## src/rtl/fft_stream_source.sv

```systemverilog
// Programmable frame generator (ramp / constant / impulse / LFSR) with valid/ready back-pressure.
// Define STREAM_GAP_EN to insert GAP_CYCLES idle cycles between consecutive frames.
module fft_stream_source #(
  parameter int          DATA_W     = 32,
  parameter int          FRAME_LEN  = 256,
  parameter int          CNT_W      = 16,
  parameter logic [31:0] LFSR_SEED  = 32'hACE1_0001,
  parameter logic [31:0] LFSR_TAPS  = 32'h8020_0003,
  parameter int          GAP_CYCLES = 4
) (
  input  logic              i_clk,
  input  logic              i_rst_n,
  input  logic              i_start,
  input  logic [1:0]        i_mode,
  input  logic [DATA_W-1:0] i_step,
  input  logic [CNT_W-1:0]  i_num_frames,
  input  logic              i_data_ready,
  output logic              o_data_valid,
  output logic [DATA_W-1:0] o_data,
  output logic              o_last,
  output logic              o_busy,
  output logic              o_done
);
  localparam int                KW     = $clog2(FRAME_LEN);
  localparam logic [KW-1:0]     K_LAST = KW'(FRAME_LEN - 1);
  localparam logic [DATA_W-1:0] SEED   = DATA_W'(LFSR_SEED);
  localparam logic [DATA_W-1:0] TAPS   = DATA_W'(LFSR_TAPS);

  localparam logic [1:0] S_IDLE = 2'd0;
  localparam logic [1:0] S_RUN  = 2'd1;
`ifdef STREAM_GAP_EN
  localparam logic [1:0]    S_GAP  = 2'd2;
  localparam int            GW     = (GAP_CYCLES > 1) ? $clog2(GAP_CYCLES) : 1;
  localparam logic [GW-1:0] G_LAST = GW'(GAP_CYCLES - 1);
  logic [GW-1:0] gap_q, gap_d;
`endif

  logic [1:0]        state_q, state_d, mode_q, mode_d;
  logic [DATA_W-1:0] step_q, step_d, lfsr_q, lfsr_d, data_q, data_d, lfsr_adv;
  logic [CNT_W-1:0]  nfr_q, nfr_d, frm_q, frm_d;
  logic [KW-1:0]     k_q, k_d;
  logic              valid_q, valid_d, last_q, last_d, busy_q, busy_d, done_q, done_d;
  logic              xfer, frame_end, last_frame;

  // Sample for the slot being loaded; 'first' marks k == 0 of a frame.
  function automatic logic [DATA_W-1:0] pick(input logic [1:0] mode, input logic first,
                                             input logic [DATA_W-1:0] prev, step, lfsr);
    case (mode)
      2'd0:    return first ? '0 : prev + step;
      2'd1:    return step;
      2'd2:    return first ? step : '0;
      default: return lfsr;
    endcase
  endfunction

  assign lfsr_adv   = lfsr_q[0] ? ((lfsr_q >> 1) ^ TAPS) : (lfsr_q >> 1);
  assign xfer       = valid_q && i_data_ready;
  assign frame_end  = (k_q == K_LAST);
  assign last_frame = (nfr_q != '0) && ((frm_q + CNT_W'(1)) == nfr_q);

  always_comb begin
    state_d = state_q; mode_d = mode_q; step_d = step_q; nfr_d = nfr_q; frm_d = frm_q;
    k_d = k_q; lfsr_d = lfsr_q; data_d = data_q; valid_d = valid_q; last_d = last_q;
    busy_d = busy_q; done_d = 1'b0;
`ifdef STREAM_GAP_EN
    gap_d = gap_q;
`endif
    case (state_q)
      S_IDLE: begin
        // A start on the o_done cycle is dropped so the run boundary stays clean.
        if (i_start && !done_q) begin
          mode_d  = i_mode; step_d = i_step; nfr_d = i_num_frames;
          frm_d   = '0; k_d = '0; lfsr_d = SEED;
          data_d  = pick(i_mode, 1'b1, '0, i_step, SEED);
          valid_d = 1'b1; last_d = 1'b0; busy_d = 1'b1;
          state_d = S_RUN;
        end
      end
      S_RUN: begin
        if (xfer) begin
          lfsr_d = lfsr_adv;
          data_d = pick(mode_q, frame_end, data_q, step_q, lfsr_adv);
          if (frame_end) begin
            frm_d  = frm_q + CNT_W'(1);
            k_d    = '0;
            last_d = 1'b0;
            if (last_frame) begin
              valid_d = 1'b0; busy_d = 1'b0; done_d = 1'b1;
              state_d = S_IDLE;
            end else begin
`ifdef STREAM_GAP_EN
              valid_d = 1'b0; gap_d = '0;
              state_d = S_GAP;
`else
              valid_d = 1'b1;
`endif
            end
          end else begin
            k_d    = k_q + KW'(1);
            last_d = ((k_q + KW'(1)) == K_LAST);
          end
        end
      end
`ifdef STREAM_GAP_EN
      S_GAP: begin
        if (gap_q == G_LAST) begin
          valid_d = 1'b1;
          state_d = S_RUN;
        end else begin
          gap_d = gap_q + GW'(1);
        end
      end
`endif
      default: begin
        valid_d = 1'b0; last_d = 1'b0; busy_d = 1'b0;
        state_d = S_IDLE;
      end
    endcase
  end

  always_ff @(posedge i_clk or negedge i_rst_n) begin
    if (!i_rst_n) begin
      state_q <= S_IDLE; mode_q <= '0; step_q <= '0; nfr_q <= '0; frm_q <= '0;
      k_q <= '0; lfsr_q <= SEED; data_q <= '0; valid_q <= 1'b0; last_q <= 1'b0;
      busy_q <= 1'b0; done_q <= 1'b0;
`ifdef STREAM_GAP_EN
      gap_q <= '0;
`endif
    end else begin
      state_q <= state_d; mode_q <= mode_d; step_q <= step_d; nfr_q <= nfr_d; frm_q <= frm_d;
      k_q <= k_d; lfsr_q <= lfsr_d; data_q <= data_d; valid_q <= valid_d; last_q <= last_d;
      busy_q <= busy_d; done_q <= done_d;
`ifdef STREAM_GAP_EN
      gap_q <= gap_d;
`endif
    end
  end

  assign o_data_valid = valid_q;
  assign o_data       = data_q;
  assign o_last       = last_q;
  assign o_busy       = busy_q;
  assign o_done       = done_q;
endmodule

```

## config.mk

```make
export PLATFORM = sky130hd
export DESIGN_NAME = fft_stream_source
export DESIGN_NICKNAME = d
export VERILOG_FILES = /design/src/rtl/fft_stream_source.sv
export SDC_FILE = /design/constraint.sdc
export NUM_CORES = 1
export LEC_CHECK = 0
export ABC_AREA = 0
export ABC_CLOCK_PERIOD_IN_PS = 4550
export CAP_MARGIN = 10
export CORE_ASPECT_RATIO = 0.8
export CORE_MARGIN = 2
export CORE_UTILIZATION = 45
export DETAILED_ROUTE_END_ITERATION = 16
export DONT_BUFFER_PORTS = 1
export GPL_TIMING_DRIVEN = 1
export PLACE_DENSITY = 0.67
export SYNTH_ARGS = -nofsm -noshare
export SYNTH_HDL_FRONTEND = slang
export SYNTH_SLANG_ARGS = --single-unit
```

## constraint.sdc

```tcl
create_clock -name i_clk -period 4.55 [get_ports i_clk]
set_input_delay 0.6825 -clock i_clk [delete_from_list [all_inputs] [get_ports i_clk]]
set_output_delay 0.6825 -clock i_clk [all_outputs]
set_load 0.05 [all_outputs]
```

==> qor.yml <==
finish:
  num-nonclk-inverters: 13
  finalNetCount: 1160
  layout-drive-gt1-share_pct: 7.024
die:
  ios: 90
  die_h_um: 131.3
cts:
  h-tree-depth: 4
  cts_buffers: 17
  cts_resized: 0
  root_buffer: "clkbuf_16"
power_and_ir_drop:
  power_leader: "sequential cells"
  combPwrFrac_pct: 33.2
  p_sw_uw: 2398
  power.share.clock_pct: 26.6
  vdd_drop_max_mv: 0.3011
critical_path:
  setup.worst_path.end_class: "flip-flop"
  cp-start-kind: "flip-flop"
  required_ns: 4.90
  cp.arrival_ns: 3.50
  r2r_setup_slack_ns: 1.40
synthesis:
  yosys_warnings: 0
  xor_share_pct: 4.711
  ff_type: "dfrtp_1"
  ys_sh_simple_pct: 20.62
detailed_routing:
  drtIter0Drc: 903
  wl_met1_mm: 13.31
flow_run:
  warnings: 29
min_path:
  hp-class: "primary input to asynchronous set/reset pin"
final_timing:
  hold_ws_ns: 0.09303
  worst_slew_pin_slew_ns: 0.9371
grt:
  grt_util_met3_pct: 6.818
run_status:
  status: "complete, no violations"
[critical path, stage by stage, from the launching register on]
cell and delay, ns:
dfrtp_1 0.67, ha_1 0.26, inv_1 0.06, fa_1 0.37
nor2b_1 0.20, o31a_1 0.23, o21ai_0 0.12, and2_1 0.25
nor4_1 0.26, a311oi_1 0.09, or4_1 0.41, a31oi_1 0.13
[stage by stage]
step	setup slack, ns	cell area, um2
after floorplan	1.760	9110
after global placement	1.524	9285
after detailed placement	1.458	9285
after CTS	1.423	9918
after global routing	1.134	9918
final	1.403	9918
[sequential cells by signal (all words and copies together) (netlist names)]
name / flops
step_q: 32
frm_q: 16
o_last: 1
o_done: 1
o_busy: 1
lfsr_q: 32
k_q: 8
o_data_valid: 1
mode_q: 2
nfr_q: 16
o_data: 32
[cells in the final DEF (no fill, tap or decap), types with 9 or more instances in the layout]
cell and n:
xor2_1 21, a21o_1 27, buf_4 17, nand2_1 233, clkbuf_16 17, ha_1 35, a211oi_1 15, inv_1 13
a221oi_1 14, nand4_1 17, a31oi_1 10, nor3_1 19, a22o_1 24, o22ai_1 10, xnor2_1 28, dfrtp_1 131
nand3_1 18, o21ai_0 92, nor2_1 80, dfstp_2 9, a21oi_1 88
[cells by family (layout without fill, tap and decap cells)]
| family | count (synthesis) | count (layout) |
|---|---|---|
| AOI/OAI and AO/OA | 365 | 365 |
| muxes | 3 | 3 |
| and+or+nand+nor | 425 | 425 |
| buffers and inverters | 91 | 62 |
| adders and majority gates | 36 | 36 |
| DFF | 142 | 142 |
| xor gates and xnor gates | 49 | 49 |
[path summary, 6_finish.rpt]
check,to,depth (start not counted)
worst max-delay path,o_data[18],11
worst min-delay path,lfsr_q[16],0
worst max register to register,o_data[18],11
worst min register to register,frm_q[13],1
max in group asynchronous,o_busy,1
min in group i_clk,nfr_q[9],2
Figure 1. Wiring heat map.
The die is cut into 33 by 26 equal tiles; dark blue is low, red is high, scaled to the fullest tile. Values are wire area over tile area, all layers added.
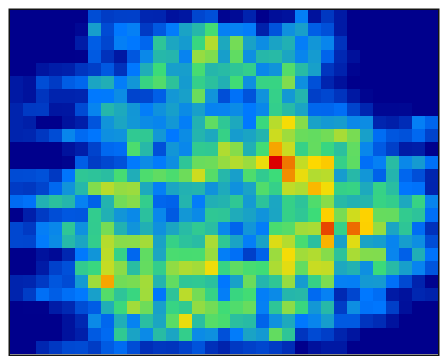
The fullest tile reaches 0.75. The mean over all tiles is 0.22. 17% of the tiles are over half the peak.
via count: 8447
gr usage total: 26.84%
wirelength, routed: 28.19 mm
Avg WL per Cell: 20.94 um

Figure 2. Cell outlines without signal wires.
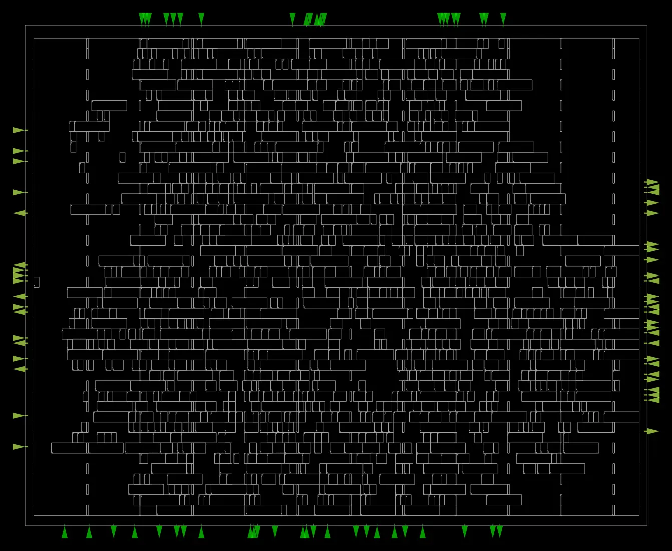
Core ar.: 19860 um2
Post-Layout Cell Count: 1346
num tapcells: 264
Layout fillers: 1909
sequential share of cell area: 35.97%

